==> config.mk <==
export PLATFORM = sky130hd
export DESIGN_NAME = shift_sequencer
export DESIGN_NICKNAME = d
export VERILOG_FILES = /design/src/rtl/shift_pkg.sv /design/src/rtl/shift_stage.sv /design/src/rtl/shift_sequencer.sv
export SDC_FILE = /design/constraint.sdc
export NUM_CORES = 1
export LEC_CHECK = 0
export CORE_ASPECT_RATIO = 1.2
export CORE_UTILIZATION = 40
export DETAILED_ROUTE_END_ITERATION = 8
export GPL_TIMING_DRIVEN = 0
export PLACE_DENSITY = 0.65
export SYNTH_ARGS = -nofsm -noshare
export SYNTH_HDL_FRONTEND = slang
export SYNTH_HIERARCHICAL = 1
export SYNTH_SLANG_ARGS = --single-unit
==> constraint.sdc <==
create_clock -name clk -period 4.35 [get_ports clk]
set_clock_uncertainty 0.05 [all_clocks]
set_input_delay 0.6525 -clock clk [delete_from_list [all_inputs] [get_ports clk]]
set_output_delay 0.6525 -clock clk [all_outputs]
set_load 0.01 [all_outputs]
==> src/rtl/shift_pkg.sv <==
`default_nettype none
// ==== shift_pkg : op codes, sequencer states, lowest-set-bit helper ==== rev 1.0
package shift_pkg;

  localparam logic [2:0] OP_SHR  = 3'd0;
  localparam logic [2:0] OP_SHRA = 3'd1;
  localparam logic [2:0] OP_SHL  = 3'd2;
  localparam logic [2:0] OP_ROR  = 3'd3;
  localparam logic [2:0] OP_ROL  = 3'd4;

  typedef enum logic [1:0] {
    IDLE = 2'd0,
    RUN  = 2'd1,
    DONE = 2'd2
  } state_t;

  function automatic logic [2:0] lowest_set(input logic [4:0] v);
    logic [2:0] idx;
    idx = 3'd0;
    for (int i = 4; i >= 0; i--) begin
      if (v[i]) idx = 3'(i);
    end
    return idx;
  endfunction

endpackage
`default_nettype wire

==> src/rtl/shift_stage.sv <==
`default_nettype none
// ==== shift_stage : one shift/rotate by 2^k, purely combinational ==== rev 1.0
module shift_stage
  import shift_pkg::*;
(
  input  logic [31:0] din,
  input  logic [2:0]  op,
  input  logic [2:0]  k,
  input  logic        fill,
  output logic [31:0] dout
);

  logic [31:0] shr_v [5];
  logic [31:0] shl_v [5];
  logic [31:0] ror_v [5];
  logic [31:0] rol_v [5];

  for (genvar i = 0; i < 5; i++) begin : g_stage
    localparam int S = 1 << i;
    assign shr_v[i] = {{S{fill}}, din[31:S]};
    assign shl_v[i] = {din[31-S:0], {S{1'b0}}};
    assign ror_v[i] = {din[S-1:0], din[31:S]};
    assign rol_v[i] = {din[31-S:0], din[31:32-S]};
  end

  logic [31:0] shr_k, shl_k, ror_k, rol_k;

  always_comb begin
    shr_k = din;
    shl_k = din;
    ror_k = din;
    rol_k = din;
    for (int i = 0; i < 5; i++) begin
      if (k == 3'(i)) begin
        shr_k = shr_v[i];
        shl_k = shl_v[i];
        ror_k = ror_v[i];
        rol_k = rol_v[i];
      end
    end
  end

  // SHR and SHRA share one path; the caller drives fill low for SHR
  always_comb begin
    dout = din;
    case (op)
      OP_SHR, OP_SHRA: dout = shr_k;
      OP_SHL:          dout = shl_k;
      OP_ROR:          dout = ror_k;
      OP_ROL:          dout = rol_k;
      default:         dout = din;
    endcase
  end

endmodule
`default_nettype wire

==> src/rtl/shift_sequencer.sv <==
`default_nettype none
// ==== shift_sequencer : multi-cycle 32-bit shift/rotate, one 2^k stage per clock ==== rev 1.0
module shift_sequencer
  import shift_pkg::*;
#(
  parameter int WIDTH = 32
) (
  input  logic             clk,
  input  logic             clear,
  input  logic             start,
  input  logic [2:0]       op,
  input  logic [WIDTH-1:0] a,
  input  logic [WIDTH-1:0] b,
  output logic             busy,
  output logic             done,
  output logic [WIDTH-1:0] result
);

  state_t           state, state_n;
  logic [WIDTH-1:0] acc, acc_n;
  logic [4:0]       pend, pend_n;
  logic [2:0]       op_q, op_q_n;
  logic             sign_q, sign_q_n;
  logic [2:0]       k;
  logic [WIDTH-1:0] stage_out;
  logic             fill;

  assign k    = lowest_set(pend);
  assign fill = (op_q == OP_SHRA) & sign_q;

  shift_stage u_stage (
    .din  (acc),
    .op   (op_q),
    .k    (k),
    .fill (fill),
    .dout (stage_out)
  );

  always_ff @(posedge clk) begin
    if (clear) begin
      state  <= IDLE;
      acc    <= '0;
      pend   <= '0;
      op_q   <= '0;
      sign_q <= 1'b0;
      result <= '0;
    end else begin
      state  <= state_n;
      acc    <= acc_n;
      pend   <= pend_n;
      op_q   <= op_q_n;
      sign_q <= sign_q_n;
      // result lands on the same edge that enters DONE
      if (state_n == DONE) result <= acc_n;
    end
  end

  always_comb begin
    state_n  = state;
    acc_n    = acc;
    pend_n   = pend;
    op_q_n   = op_q;
    sign_q_n = sign_q;
    busy     = 1'b0;
    done     = 1'b0;
    case (state)
      IDLE: begin
        if (start) begin
          op_q_n   = op;
          sign_q_n = a[WIDTH-1];
          acc_n    = a;
          pend_n   = b[4:0];
          state_n  = RUN;
          // Short-circuit cases finish without visiting RUN
          if (op > OP_ROL) begin
            acc_n   = '0;
            state_n = DONE;
          end else if (op <= OP_SHL && |b[WIDTH-1:5]) begin
            acc_n   = (op == OP_SHRA) ? {WIDTH{a[WIDTH-1]}} : '0;
            state_n = DONE;
          end else if (b[4:0] == 5'd0) begin
            state_n = DONE;
          end
        end
      end
      RUN: begin
        busy   = 1'b1;
        acc_n  = stage_out;
        pend_n = pend & ~(5'b00001 << k);
        if (pend_n == 5'd0) state_n = DONE;
      end
      DONE: begin
        busy    = 1'b1;
        done    = 1'b1;
        state_n = IDLE;
      end
      default: state_n = IDLE;
    endcase
  end

endmodule
`default_nettype wire

**Sequential cells grouped by signal name**

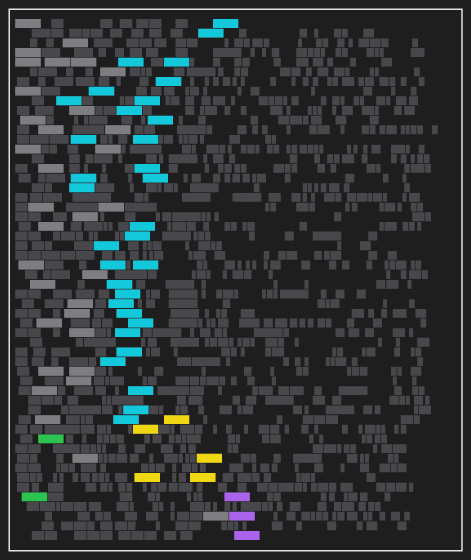
`state`: drawn in green, flops 2. `pend`: drawn in yellow, flops 5. `acc`: drawn in cyan, flops 32. `op_q`: drawn in purple, flops 3.
Another 33 sequential cells are not colored.

**Cell classes on the final placement**

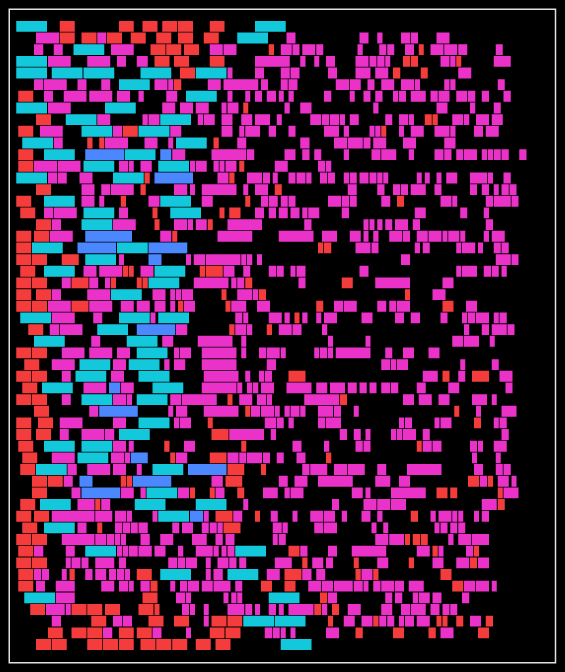
clock drivers and dummy loads: drawn in blue, cells 16. flip-flops: drawn in cyan, cells 75. other buffers and delay cells: drawn in red, cells 224. all other logic: drawn in magenta, cells 764.
FP Rows: 54
post-route design area: 0.00917 mm2
core region area: 0.0183 mm2
Seq/total area: 0.164
final core utilization: 0.501

==> flow_summary.json <==
{
  "synth_top_area_share": 0.200,
  "criticalPathCategory": "reg2reg",
  "worstReg2RegStart": "pend[0]",
  "worstSkewPairLatency_ns": 0.34,
  "syn_area_mm2": 0.00750,
  "drive_gt1_frac": 0.138,
  "status": "finished, final reports clean",
  "crit_end": "result[7]",
  "grt-ovfl-total": 0,
  "holdPathStages": 2,
  "ys_types": 83,
  "syn_area_per_cell_um2": 7.82,
  "vias_per_cell": 6.69,
  "cts.hold.buffers_added": 0,
  "wl_met1_um": 14800,
  "regArea_mm2": 0.00150,
  "compound_area_frac": 0.309,
  "hold_path.class": "reg2reg",
  "p_int_mw": 1.69,
  "grt.met3_usage": 0.0937,
  "worstHoldEndpoint": "sign_q",
  "drv_cap": 0,
  "finalPower_mw": 2.88,
  "leakage_nw": 3.46,
  "path_delay_family": "buffers and inverters",
  "warnings": 28,
  "route.met2.wl_um": 17000,
  "tns_ns": 0,
  "grt_max_degree": 16,
  "critPathLaunch": "pend[0]",
  "cts_buffers": 9,
  "crit_path_end_kind": "register",
  "hold_ws_ns": 0.409,
  "synth-simple-area-share": 0.229,
  "wl_um": 39000,
  "worstRegToRegCells": 14,
  "period_used_share": 0.971,
  "reg_top3": "acc x32, result x32, pend x5",
  "sh_comb_area": 0.582,
  "antenna_cells": 1,
  "grt_util_met2": 0.620
}
**Clock wires, drivers and flops**

The bar under the picture is 50 um long.
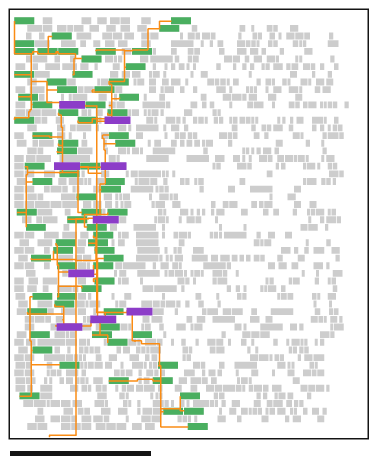
cells driving clock nets: drawn in purple, count 9. clock wires: drawn in orange, length 960 um. flip-flops: drawn in green, count 75.
There are 10 routed clock nets.

